**Cell outlines without signal wires**

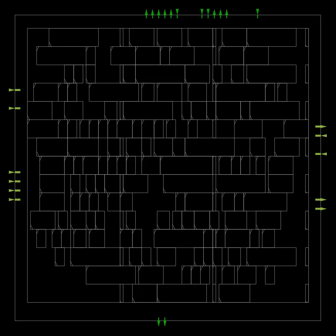
**The metal 1 layer**

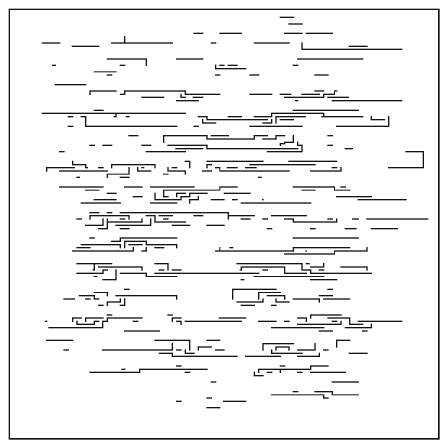
**Metal layers overlaid**

The bar under the picture is 10 microns long.
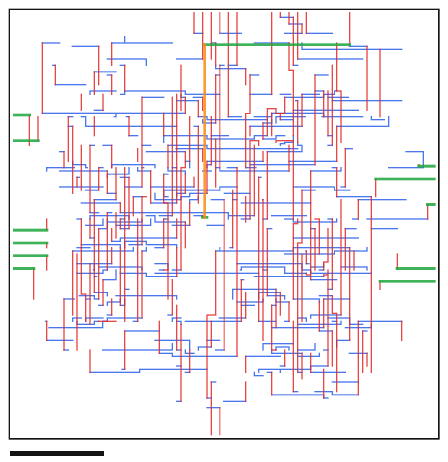
### config.mk
export PLATFORM = sky130hd
export DESIGN_NAME = ctrl_unit_seq_flat
export DESIGN_NICKNAME = d
export VERILOG_FILES = /design/src/rtl/ctrl_unit_seq_if.sv /design/src/rtl/ctrl_unit_seq.sv /design/src/flat_wrapper.sv
export SDC_FILE = /design/constraint.sdc
export NUM_CORES = 1
export LEC_CHECK = 0
export ABC_AREA = 1
export CORE_MARGIN = 1.5
export CORE_UTILIZATION = 50
export DETAILED_ROUTE_END_ITERATION = 10
export PLACE_DENSITY = 0.83
export SETUP_SLACK_MARGIN = 0.2
export SLEW_MARGIN = 20
export SYNTH_ARGS = -nofsm -noshare
export SYNTH_HDL_FRONTEND = slang
export SYNTH_SLANG_ARGS = --single-unit
### constraint.sdc
create_clock -name clk -period 2.95 [get_ports clk]
set_input_delay 0.59 -clock clk [delete_from_list [all_inputs] [get_ports clk]]
set_output_delay 0.59 -clock clk [all_outputs]
set_load 0.005 [all_outputs]
### src/rtl/ctrl_unit_seq_if.sv
// Decoder-side bundle for ctrl_unit_seq: instruction fields and memory
// handshake in, registered ID/EX controls and freeze/error status out.
interface ctrl_unit_seq_if #(
    parameter int unsigned EXE_CMD_W = 4
);
    logic                 valid_in;
    logic                 flush;
    logic [1:0]           mode;
    logic [3:0]           opcode;
    logic                 s_bit;
    logic                 mem_ready;
    logic [EXE_CMD_W-1:0] exe_cmd;
    logic                 s_update;
    logic                 branch;
    logic                 mem_w_en;
    logic                 mem_r_en;
    logic                 wb_en;
    logic                 valid_out;
    logic                 illegal;
    logic                 freeze;
    logic                 mem_err;

    modport master (
        output valid_in, flush, mode, opcode, s_bit, mem_ready,
        input  exe_cmd, s_update, branch, mem_w_en, mem_r_en, wb_en,
               valid_out, illegal, freeze, mem_err
    );

    modport slave (
        input  valid_in, flush, mode, opcode, s_bit, mem_ready,
        output exe_cmd, s_update, branch, mem_w_en, mem_r_en, wb_en,
               valid_out, illegal, freeze, mem_err
    );
endinterface

### src/rtl/ctrl_unit_seq.sv
// Registered ARM control decoder at the ID/EX boundary; holds its outputs and
// freezes upstream while a load/store waits on memory, with optional timeout.
module ctrl_unit_seq #(
    parameter int unsigned EXE_CMD_W   = 4,
    parameter int unsigned MEM_TIMEOUT = 16
) (
    input logic            clk,
    input logic            rst,
    ctrl_unit_seq_if.slave bus
);
    localparam int unsigned    CNT_W      = (MEM_TIMEOUT > 2) ? $clog2(MEM_TIMEOUT) : 1;
    localparam bit             TIMEOUT_EN = (MEM_TIMEOUT != 0);
    localparam logic [CNT_W-1:0] CNT_LAST = CNT_W'((MEM_TIMEOUT == 0) ? 0 : MEM_TIMEOUT - 1);

    typedef enum logic {
        ST_RUN,
        ST_MEM_WAIT
    } state_e;

    typedef struct packed {
        logic [3:0] cmd;
        logic       s_upd;
        logic       branch;
        logic       mem_w;
        logic       mem_r;
        logic       wb;
        logic       ill;
    } dec_t;

    dec_t dec;

    state_e               state_q, state_d;
    logic [CNT_W-1:0]     cnt_q, cnt_d;
    logic [EXE_CMD_W-1:0] exe_cmd_q, exe_cmd_d;
    logic                 s_update_q, s_update_d;
    logic                 branch_q, branch_d;
    logic                 mem_w_en_q, mem_w_en_d;
    logic                 mem_r_en_q, mem_r_en_d;
    logic                 wb_en_q, wb_en_d;
    logic                 valid_q, valid_d;
    logic                 illegal_q, illegal_d;
    logic                 mem_err_q, mem_err_d;
    logic                 load_dec, load_bub;

    always_comb begin
        dec = '0;
        case (bus.mode)
            2'b00: begin
                dec.wb    = 1'b1;
                dec.s_upd = bus.s_bit;
                case (bus.opcode)
                    4'b1101: dec.cmd = 4'b0001;
                    4'b1111: dec.cmd = 4'b1001;
                    4'b0100: dec.cmd = 4'b0010;
                    4'b0101: dec.cmd = 4'b0011;
                    4'b0010: dec.cmd = 4'b0100;
                    4'b0110: dec.cmd = 4'b0101;
                    4'b0000: dec.cmd = 4'b0110;
                    4'b1100: dec.cmd = 4'b0111;
                    4'b0001: dec.cmd = 4'b1000;
                    // Compare/test: always set flags, never write back
                    4'b1010: begin dec.cmd = 4'b0100; dec.s_upd = 1'b1; dec.wb = 1'b0; end
                    4'b1000: begin dec.cmd = 4'b0110; dec.s_upd = 1'b1; dec.wb = 1'b0; end
                    default: begin dec = '0; dec.ill = 1'b1; end
                endcase
            end
            2'b01: begin
                dec.cmd   = 4'b0010;
                dec.mem_r = bus.s_bit;
                dec.mem_w = ~bus.s_bit;
                dec.wb    = bus.s_bit;
            end
            2'b10: dec.branch = 1'b1;
            default: dec.ill = 1'b1;
        endcase
    end

    always_comb begin
        state_d    = state_q;
        cnt_d      = cnt_q;
        load_dec   = 1'b0;
        load_bub   = 1'b0;
        mem_err_d  = 1'b0;
        case (state_q)
            ST_RUN: begin
                if (bus.valid_in && !bus.flush) begin
                    load_dec = 1'b1;
                    if (bus.mode == 2'b01) begin
                        state_d = ST_MEM_WAIT;
                        cnt_d   = '0;
                    end
                end else begin
                    load_bub = 1'b1;
                end
            end
            ST_MEM_WAIT: begin
                if (bus.mem_ready) begin
                    load_bub = 1'b1;
                    state_d  = ST_RUN;
                end else if (TIMEOUT_EN && (cnt_q == CNT_LAST)) begin
                    load_bub  = 1'b1;
                    mem_err_d = 1'b1;
                    state_d   = ST_RUN;
                end else begin
                    cnt_d = cnt_q + 1'b1;
                end
            end
            default: state_d = ST_RUN;
        endcase

        exe_cmd_d  = exe_cmd_q;
        s_update_d = s_update_q;
        branch_d   = branch_q;
        mem_w_en_d = mem_w_en_q;
        mem_r_en_d = mem_r_en_q;
        wb_en_d    = wb_en_q;
        valid_d    = valid_q;
        illegal_d  = 1'b0;
        if (load_dec) begin
            exe_cmd_d  = EXE_CMD_W'(dec.cmd);
            s_update_d = dec.s_upd;
            branch_d   = dec.branch;
            mem_w_en_d = dec.mem_w;
            mem_r_en_d = dec.mem_r;
            wb_en_d    = dec.wb;
            valid_d    = 1'b1;
            illegal_d  = dec.ill;
        end else if (load_bub) begin
            exe_cmd_d  = '0;
            s_update_d = 1'b0;
            branch_d   = 1'b0;
            mem_w_en_d = 1'b0;
            mem_r_en_d = 1'b0;
            wb_en_d    = 1'b0;
            valid_d    = 1'b0;
        end
    end

    always_ff @(posedge clk) begin
        if (rst) begin
            state_q    <= ST_RUN;
            cnt_q      <= '0;
            exe_cmd_q  <= '0;
            s_update_q <= 1'b0;
            branch_q   <= 1'b0;
            mem_w_en_q <= 1'b0;
            mem_r_en_q <= 1'b0;
            wb_en_q    <= 1'b0;
            valid_q    <= 1'b0;
            illegal_q  <= 1'b0;
            mem_err_q  <= 1'b0;
        end else begin
            state_q    <= state_d;
            cnt_q      <= cnt_d;
            exe_cmd_q  <= exe_cmd_d;
            s_update_q <= s_update_d;
            branch_q   <= branch_d;
            mem_w_en_q <= mem_w_en_d;
            mem_r_en_q <= mem_r_en_d;
            wb_en_q    <= wb_en_d;
            valid_q    <= valid_d;
            illegal_q  <= illegal_d;
            mem_err_q  <= mem_err_d;
        end
    end

    assign bus.exe_cmd   = exe_cmd_q;
    assign bus.s_update  = s_update_q;
    assign bus.branch    = branch_q;
    assign bus.mem_w_en  = mem_w_en_q;
    assign bus.mem_r_en  = mem_r_en_q;
    assign bus.wb_en     = wb_en_q;
    assign bus.valid_out = valid_q;
    assign bus.illegal   = illegal_q;
    assign bus.mem_err   = mem_err_q;
    assign bus.freeze    = (state_q == ST_MEM_WAIT);
endmodule

### src/flat_wrapper.sv
// flat-port wrapper written by rule: the top's interface ports become plain ports
module ctrl_unit_seq_flat 
#(
    parameter int unsigned EXE_CMD_W   = 4,
    parameter int unsigned MEM_TIMEOUT = 16
)
  (clk, rst, bus_valid_in, bus_flush, bus_mode, bus_opcode, bus_s_bit, bus_mem_ready, bus_exe_cmd, bus_s_update, bus_branch, bus_mem_w_en, bus_mem_r_en, bus_wb_en, bus_valid_out, bus_illegal, bus_freeze, bus_mem_err);
  ctrl_unit_seq_if #(.EXE_CMD_W(EXE_CMD_W)) bus_i ();
  input logic clk;
  input logic rst;
  input wire logic [$bits(bus_i.valid_in)-1:0] bus_valid_in;
  input wire logic [$bits(bus_i.flush)-1:0] bus_flush;
  input wire logic [$bits(bus_i.mode)-1:0] bus_mode;
  input wire logic [$bits(bus_i.opcode)-1:0] bus_opcode;
  input wire logic [$bits(bus_i.s_bit)-1:0] bus_s_bit;
  input wire logic [$bits(bus_i.mem_ready)-1:0] bus_mem_ready;
  output wire logic [$bits(bus_i.exe_cmd)-1:0] bus_exe_cmd;
  output wire logic [$bits(bus_i.s_update)-1:0] bus_s_update;
  output wire logic [$bits(bus_i.branch)-1:0] bus_branch;
  output wire logic [$bits(bus_i.mem_w_en)-1:0] bus_mem_w_en;
  output wire logic [$bits(bus_i.mem_r_en)-1:0] bus_mem_r_en;
  output wire logic [$bits(bus_i.wb_en)-1:0] bus_wb_en;
  output wire logic [$bits(bus_i.valid_out)-1:0] bus_valid_out;
  output wire logic [$bits(bus_i.illegal)-1:0] bus_illegal;
  output wire logic [$bits(bus_i.freeze)-1:0] bus_freeze;
  output wire logic [$bits(bus_i.mem_err)-1:0] bus_mem_err;
  assign bus_i.valid_in = bus_valid_in;
  assign bus_i.flush = bus_flush;
  assign bus_i.mode = bus_mode;
  assign bus_i.opcode = bus_opcode;
  assign bus_i.s_bit = bus_s_bit;
  assign bus_i.mem_ready = bus_mem_ready;
  assign bus_exe_cmd = bus_i.exe_cmd;
  assign bus_s_update = bus_i.s_update;
  assign bus_branch = bus_i.branch;
  assign bus_mem_w_en = bus_i.mem_w_en;
  assign bus_mem_r_en = bus_i.mem_r_en;
  assign bus_wb_en = bus_i.wb_en;
  assign bus_valid_out = bus_i.valid_out;
  assign bus_illegal = bus_i.illegal;
  assign bus_freeze = bus_i.freeze;
  assign bus_mem_err = bus_i.mem_err;
  ctrl_unit_seq #(.EXE_CMD_W(EXE_CMD_W), .MEM_TIMEOUT(MEM_TIMEOUT)) u_core (.clk(clk), .rst(rst), .bus(bus_i));
endmodule
==> flow_metrics.env <==
# yosys + openroad results
export IMPL_status="complete, no violations"
export IMPL_period_used=0.627
export IMPL_edf_count=0
export IMPL_crit_cells=1
export IMPL_die_h_microns=45.5
export IMPL_place_area_sq_mm=0.00117
export IMPL_drtIter0Drc=14
export IMPL_die_x_microns=45.5
export IMPL_antenna_found_initial=0
export IMPL_grt_max_degree=12
export IMPL_synth_async_reset_ratio=0
export IMPL_worst_path_max_fanout=4
export IMPL_place_hpwl_microns=1480
export IMPL_clockBufferDepth=2
export IMPL_via_per_inst=4.94
export IMPL_crit_type="reg -> out"
export IMPL_ys_cells=123
export IMPL_hold_viol=0
export IMPL_p_leak_nw=0.514
export IMPL_ant_nets=0
export IMPL_antennaDiodeCount=0
export IMPL_finalClockSkew_ns=0.00673
export IMPL_io_buffers=24
export IMPL_gp_congestion=0.832
export IMPL_path_delay_family="buffers and inverters"
export IMPL_dr_pass1_iters=4
export IMPL_numCtsBuffers=3
export IMPL_flop_area_sq_um=340
export IMPL_yosys_warnings=0
export IMPL_worstPathRequired_ns=2.36
export IMPL_avgSynthCellArea_sq_um=7.34
export IMPL_syn_cell_area_sq_um=903
export IMPL_cts_hold_fix_buffers=0
export IMPL_fin_nets=167
export IMPL_rows=15
export IMPL_path_cells="clkdlybuf4s50_1"
export IMPL_dieArea_sq_mm=0.00207
export IMPL_warnings=28
export IMPL_fp_util=0.529
export IMPL_switchingPower_uw=108
export IMPL_cts_sinks=17
export IMPL_reg2reg_to="u_core.cnt_q[3]$_SDFFE_PP0P_"
export IMPL_vias=864
export IMPL_cp_slowest_cell="clkdlybuf4s50_1"
export IMPL_worstSetupStartpoint="u_core.bus.freeze$_SDFF_PP0_"
export IMPL_clock_power_share=0.283
export IMPL_grt_pass1_vias=776
About 'cell outlines without signal wires':
Layout Cells excl Fill: 175
placeable core area: 0.00171 sq mm

About 'the metal 1 layer':
nets with wire on the layer: 148
longest straight run: 15.2 microns
wire length on this layer: 798 microns
share of all routed wire: 45%
main direction: horizontal

About 'metal layers overlaid':
legend:
  green:
    layer: metal 3
    wire_length: 50.5 microns
  red:
    layer: metal 2
    wire_length: 914 microns
  blue:
    layer: metal 1
    wire_length: 798 microns
  orange:
    layer: metal 4
    wire_length: 18.4 microns

-- cell usage in the layout (no fill, tap or decap) --
master / n
nand2_1: 41
clkdlybuf4s50_1: 24
dfxtp_1: 17
inv_1: 12
a21oi_1: 7
nor2_1: 7
nand3_1: 5
ha_1: 4
inv_2: 3
nand3_2: 3
o21ai_0: 3
nor2_2: 3
nand4_1: 3
o21ai_1: 3
clkbuf_4: 3
nand2_2: 2
nand3_4: 1
o21bai_1: 1
nor2_4: 1
nand4_4: 1
nand2_4: 1
xnor2_1: 1
o211ai_1: 1
nor4_1: 1
and3_2: 1
clkinv_2: 1
-- through the flow --
stage                util  setup slack [ns]  total power, mW  hold WS (ns)
floorplan               -              1.58            0.278         0.441
global placement    0.684              1.05            0.306         0.435
detailed placement  0.684              1.00            0.308         0.441
CTS                 0.700              1.09            0.428         0.458
global route        0.700              1.05            0.448         0.482
finish              0.700              1.10            0.423         0.454
-- kinds of logic (layout without fill, tap and decap cells) --
logic type,Yosys count,in the layout,share of synthesized area
buffers and inverters,16,43,0.0706
AND/OR/NAND/NOR,70,70,0.399
XOR/XNOR,1,1,0.00970
AND-OR/OR-AND,15,15,0.0886
adder cells (fa/ha/maj),4,4,0.0554
flip-flops,17,17,0.377
-- layer usage --
metal | up-vias | routed length [microns] | global-route usage
met5 | - | 0 | 0
met4 | 0 | 18 | 0.0882
met3 | 2 | 50 | 0.0516
li1 | 451 | - | -
met1 | 398 | 797 | 0.229
met2 | 13 | 914 | 0.330
-- power groups by stage --
stage,combinational (mW),sequential (mW),clock (mW)
finish,0.0666,0.236,0.120
global route,0.0744,0.237,0.137
CTS,0.0670,0.236,0.124
detailed placement,0.0669,0.241,0
global placement,0.0648,0.241,0
floorplan,0.0361,0.241,0
-- area by class of cell --
cell class / count / share of cell area
flip-flops and latches: 17 / 0.285
inverters: 15 / 0.0471
well taps: 25 / 0.0262
clock inverters: 1 / 0.00419
repair buffers: 24 / 0.201
clock buffers: 3 / 0.0188
multi-input cells: 90 / 0.418
-- how the worst max path moves through the flow --
stage / slack [ns] / to
2_1_floorplan: 1.58 / u_core.cnt_q[1]$_SDFFE_PP0P_
3_3_place_gp: 1.05 / u_core.cnt_q[1]$_SDFFE_PP0P_
3_5_place_dp: 1.00 / u_core.cnt_q[1]$_SDFFE_PP0P_
4_1_cts: 1.09 / bus_freeze
5_1_grt: 1.05 / bus_freeze
6_report: 1.10 / bus_freeze
Power figures rest on the tool's default switching activity, not on a simulated workload.
